`src/rtl/instruction_cache.sv`:
```
// instruction_cache -- direct-mapped instruction cache, 2**INDEX_BITS lines of
// 128 bits each, refilled a whole block at a time from instruction memory.
//
// Ports:
//   clock        single clock, all state updates on its rising edge
//   reset        asynchronous, active-high
//   req          fetch request from the fetch stage
//   address      byte address of the requested instruction ([1:0] ignored)
//   instruction  selected word on a hit, 0 otherwise
//   instr_ready  combinational hit indication for the current req/address
//   mem_enable   block read request to instruction memory (high in FILL only)
//   mem_address  block-aligned fill address, held for the whole fill
//   mem_data     returned block, word 0 in [31:0]
//   mem_valid    one-cycle pulse qualifying mem_data
//   hit_count    (ICACHE_STATS_EN only) IDLE cycles with a hit
//   miss_count   (ICACHE_STATS_EN only) IDLE->FILL transitions
//
// Build option: define ICACHE_STATS_EN to add the hit/miss statistics counters.

module instruction_cache #(
  parameter int INDEX_BITS = 2
) (
  input  logic         clock,
  input  logic         reset,
  input  logic         req,
  input  logic [31:0]  address,
  output logic [31:0]  instruction,
  output logic         instr_ready,
  output logic         mem_enable,
  output logic [31:0]  mem_address,
  input  logic [127:0] mem_data,
  input  logic         mem_valid
`ifdef ICACHE_STATS_EN
  ,
  output logic [31:0]  hit_count,
  output logic [31:0]  miss_count
`endif
);

  localparam int LINES = 1 << INDEX_BITS;
  localparam int TAG_W = 28 - INDEX_BITS;

  typedef enum logic [1:0] {IDLE, FILL, RELEASE} state_t;

  state_t state_q, state_d;

  logic [LINES-1:0] valid_q;
  logic [TAG_W-1:0] tag_arr  [LINES];
  logic [127:0]     data_arr [LINES];

  logic [1:0]            word;
  logic [INDEX_BITS-1:0] index;
  logic [TAG_W-1:0]      tag;
  logic [INDEX_BITS-1:0] fill_index;
  logic [TAG_W-1:0]      fill_tag;
  logic [1:0]            unused_addr_bits;
  logic                  hit;
  logic                  miss;
  logic                  install;

  assign word             = address[3:2];
  assign index            = address[3+INDEX_BITS:4];
  assign tag              = address[31:4+INDEX_BITS];
  assign unused_addr_bits = address[1:0];

  // The line being filled is addressed from the latched fill address, so the
  // install still lands correctly if the requester drops req mid-fill.
  assign fill_index = mem_address[3+INDEX_BITS:4];
  assign fill_tag   = mem_address[31:4+INDEX_BITS];

  assign hit     = (state_q == IDLE) && req && valid_q[index] && (tag_arr[index] == tag);
  assign miss    = (state_q == IDLE) && req && !hit;
  // mem_valid outside FILL (including the memory's power-up pulse) is ignored.
  assign install = (state_q == FILL) && mem_valid;

  // State register
  always_ff @(posedge clock or posedge reset) begin
    if (reset) state_q <= IDLE;
    else       state_q <= state_d;
  end

  // Next-state logic
  always_comb begin
    state_d = state_q;
    unique case (state_q)
      IDLE:    if (miss)      state_d = FILL;
      FILL:    if (mem_valid) state_d = RELEASE;
      // One cycle with mem_enable low so the next miss presents a fresh edge.
      RELEASE:                state_d = IDLE;
      default:                state_d = IDLE;
    endcase
  end

  // Output logic
  always_comb begin
    mem_enable  = (state_q == FILL);
    instr_ready = hit;
    instruction = '0;
    if (hit) instruction = data_arr[index][{word, 5'b0} +: 32];
  end

  always_ff @(posedge clock or posedge reset) begin
    if (reset) begin
      mem_address <= '0;
      valid_q     <= '0;
    end else begin
      if (miss)    mem_address         <= {address[31:4], 4'b0};
      if (install) valid_q[fill_index] <= 1'b1;
    end
  end

  // Tag and data arrays carry no reset; valid_q alone qualifies them.
  always_ff @(posedge clock) begin
    if (install) begin
      tag_arr[fill_index]  <= fill_tag;
      data_arr[fill_index] <= mem_data;
    end
  end

`ifdef ICACHE_STATS_EN
  always_ff @(posedge clock or posedge reset) begin
    if (reset) begin
      hit_count  <= '0;
      miss_count <= '0;
    end else begin
      if (hit)  hit_count  <= hit_count + 32'd1;
      if (miss) miss_count <= miss_count + 32'd1;
    end
  end
`endif

endmodule

```
`config.mk`:
```
export PLATFORM = sky130hd
export DESIGN_NAME = instruction_cache
export DESIGN_NICKNAME = d
export VERILOG_FILES = /design/src/rtl/instruction_cache.sv
export SDC_FILE = /design/constraint.sdc
export NUM_CORES = 1
export LEC_CHECK = 0
export ABC_AREA = 1
export CORE_UTILIZATION = 52
export CTS_CLUSTER_DIAMETER = 40
export DETAILED_ROUTE_END_ITERATION = 6
export PLACE_DENSITY_LB_ADDON = 0.05
export SLEW_MARGIN = 20
export SYNTH_ARGS = -nofsm -noshare
export SYNTH_HDL_FRONTEND = slang
export SYNTH_SLANG_ARGS = --single-unit
```
`constraint.sdc`:
```
create_clock -name clock -period 12.49 [get_ports clock]
set_clock_uncertainty 0.1 [all_clocks]
set_input_delay 3.747 -clock clock [delete_from_list [all_inputs] [get_ports clock]]
set_output_delay 3.747 -clock clock [all_outputs]
set_load 0.05 [all_outputs]
```
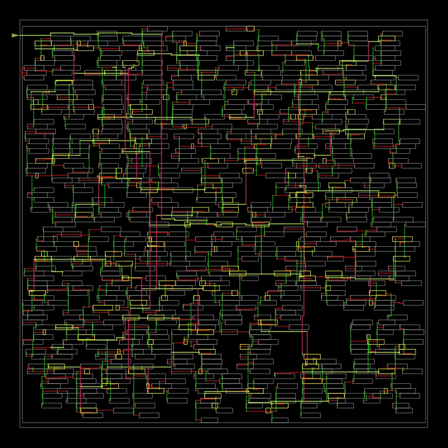
Figure 1: the clock network.
clock buffer count from CTS: 90
clk_buf instances: 99
seq_cells: 650
Clock Sink Count: 650

==> results.sh <==
# yosys + openroad results
export IMPL_design_core_area_sq_um=49400
export IMPL_drt_first_iter_violations=1331
export IMPL_drt_pass1_iterations=5
export IMPL_h_tree_depth=3
export IMPL_critical_path_endpoint_type="primary output"
export IMPL_setup_worst_path_class="in2out"
export IMPL_die_width_um=227
export IMPL_fraction_of_the_mapped_netlist_area_in_compound_gates_pct=7.40
export IMPL_drv_cap=0
export IMPL_gr_usage_all_layers_pct=25.5
export IMPL_ys_seq_share_pct=73.8
export IMPL_initCoreUtil_pct=53.1
export IMPL_synth_chip_area_sq_um=26200
export IMPL_p_sw_share_pct=26.1
export IMPL_ctsHoldBuffers=0
export IMPL_relSlewSlack_pct=30.4
export IMPL_hpwlAfterDp_mm=35.3
export IMPL_comb_power_share_pct=11.7
export IMPL_log_warning_count=37
export IMPL_cts_resized_gates=0
export IMPL_ys_types=25
export IMPL_total_power_mw=6.00
export IMPL_sequentialPowerShare_pct=45.6
export IMPL_grt_start_max_net_pins=153
export IMPL_gr_max_usage_layer="met2"
export IMPL_postSynthCellCount=2142
export IMPL_critical_path_top_delay_family="buffers and inverters"
export IMPL_gr_usage_met2_pct=42.0
export IMPL_power_density_cell_area_nw_per_um2=187
export IMPL_syn_area_sq_um=26200
export IMPL_post_route_cells_drive_above_1_share_pct=8.24
export IMPL_cts_reportedPaths_clkPinSlew_ns=0.05
export IMPL_ys_top_cells_by_area="sky130_fd_sc_hd__edfxtp_1, sky130_fd_sc_hd__nand2_1, sky130_fd_sc_hd__nand3_1, sky130_fd_sc_hd__dfrtp_1, sky130_fd_sc_hd__a21oi_1"
export IMPL_fa_ha_area_share_pct=0
export IMPL_total_vias_in_the_final_route=17288
export IMPL_layout_cells_most_common_list="sky130_fd_sc_hd__nand2_1, sky130_fd_sc_hd__edfxtp_1, sky130_fd_sc_hd__clkdlybuf4s50_1, sky130_fd_sc_hd__nand3_1, sky130_fd_sc_hd__a21oi_1"
export IMPL_hold_viol=0
export IMPL_power_ir_vdd_worst_mv=0.125
export IMPL_ant_nets=0
export IMPL_comb_area_share_pct=19.1
export IMPL_sequential_cell_area_sq_um=19300
export IMPL_port_buffers=223
export IMPL_total_placed_instance_area_sq_um=28900
export IMPL_worst_path_max_fanout=127
export IMPL_placer_congestion_estimate=0.808
export IMPL_outcome="completed"
export IMPL_post_layout_period_usage_of_the_worst_path_pct=91.7
export IMPL_finish_instance_area_sq_um=32000
export IMPL_postSynthAreaPerCell_sq_um=12.2
export IMPL_buffers=253
export IMPL_num_tap_cells=664
export IMPL_nets=2515
export IMPL_logic_area_sq_um=6130
export IMPL_cts_repair_timing_setup_buffer_count=0
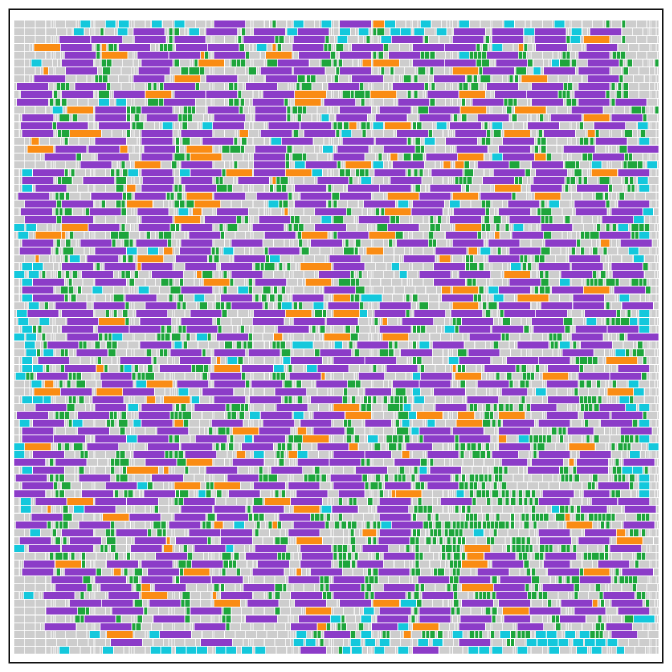
Figure 2: cell classes on the final placement.
Fill, decap, tap and diode cells in grey.
[cyan] other buffers and delay cells | cells: 253 | share of their area: 8.0%
[green] all other logic | cells: 1356 | share of their area: 20%
[orange] clock drivers and dummy loads | cells: 168 | share of their area: 9.9%
[purple] flip-flops | cells: 650 | share of their area: 62%
fin util: 64.9%
register fraction of the total cell area: 60.4%
number of rows created at floorplan: 81

[power by group through the flow]
stage / Clock (mW) / Combinational [mW] / Sequential (mW)
after global placement: 0 / 0.701 / 2.77
after detailed placement: 0 / 0.710 / 2.78
final: 2.56 / 0.702 / 2.74
after floorplan: 0 / 0.293 / 2.94
after global routing: 2.69 / 0.760 / 2.76
after CTS: 2.60 / 0.712 / 2.74
[worst register-to-register path: stages (launching register included)]
cell and delay (ns):
sky130_fd_sc_hd__dfrtp_1 0.35, sky130_fd_sc_hd__inv_1 0.07, sky130_fd_sc_hd__nand2_1 0.07, sky130_fd_sc_hd__inv_1 0.10
sky130_fd_sc_hd__nand2_1 0.23, sky130_fd_sc_hd__nor2_4 0.86, sky130_fd_sc_hd__buf_4 0.66, sky130_fd_sc_hd__buf_4 0.66
[routing by layer]
layer / vias up / share of wire [%]
met2: 557 / 49
li1: 8160 / -
met3: 104 / 7.1
met4: 16 / 2.1
met1: 8451 / 42
met5: - / 0.18
[per-stage QoR]
stage                     setup slack [ns]  std cells  utilization, %  TNS, ns
after detailed placement             0.972       2923            58.6        0
after global placement                1.02       2923            58.6        0
after global routing                 0.797       3092            64.9        0
final                                 1.04       3092            64.9        0
after floorplan                      -3.02       2145               -  -864.17
after CTS                            0.951       3091            64.9        0
[sequential cells by signal, summed over array words and instances (netlist names)]
signal / count
data_arr: 512
mem_address: 28
valid_q: 4
tag_arr: 104
state_q: 2
[Yosys cell counts]
master,number
sky130_fd_sc_hd__buf_4,8
sky130_fd_sc_hd__a22oi_1,32
sky130_fd_sc_hd__nand4_1,4
sky130_fd_sc_hd__conb_1,1
sky130_fd_sc_hd__o211ai_1,36
sky130_fd_sc_hd__o21ai_1,1
sky130_fd_sc_hd__buf_2,38
sky130_fd_sc_hd__nor2_1,59
sky130_fd_sc_hd__o21ai_0,5
sky130_fd_sc_hd__edfxtp_1,616
sky130_fd_sc_hd__dfrtp_1,34
sky130_fd_sc_hd__buf_6,7
sky130_fd_sc_hd__inv_1,31
sky130_fd_sc_hd__a32o_1,35
sky130_fd_sc_hd__nand3_1,196
sky130_fd_sc_hd__nand3b_1,8
sky130_fd_sc_hd__xnor2_1,1
sky130_fd_sc_hd__nand2_1,747
sky130_fd_sc_hd__clkbuf_1,67
sky130_fd_sc_hd__nor3_1,2
sky130_fd_sc_hd__inv_2,2
sky130_fd_sc_hd__a21oi_1,159
sky130_fd_sc_hd__o311ai_0,29
sky130_fd_sc_hd__buf_1,19
sky130_fd_sc_hd__or2_2,5
[worst paths after layout]
path,startpoint,end,slack [ns],depth (start not counted)
max,address[4],instruction[17],1.04,9
min,valid_q[3]$_DFFE_PP0P_,valid_q[3]$_DFFE_PP0P_,0.36,2
max reg2reg,state_q[1]$_DFFE_PP0P_,data_arr[3][100]$_DFFE_PP_,8.98,7
min reg2reg,valid_q[3]$_DFFE_PP0P_,valid_q[3]$_DFFE_PP0P_,0.36,2
max in group asynchronous,reset,valid_q[0]$_DFFE_PP0P_,8.45,3
min in group asynchronous,reset,mem_address[15]$_DFFE_PP0P_,3.47,3
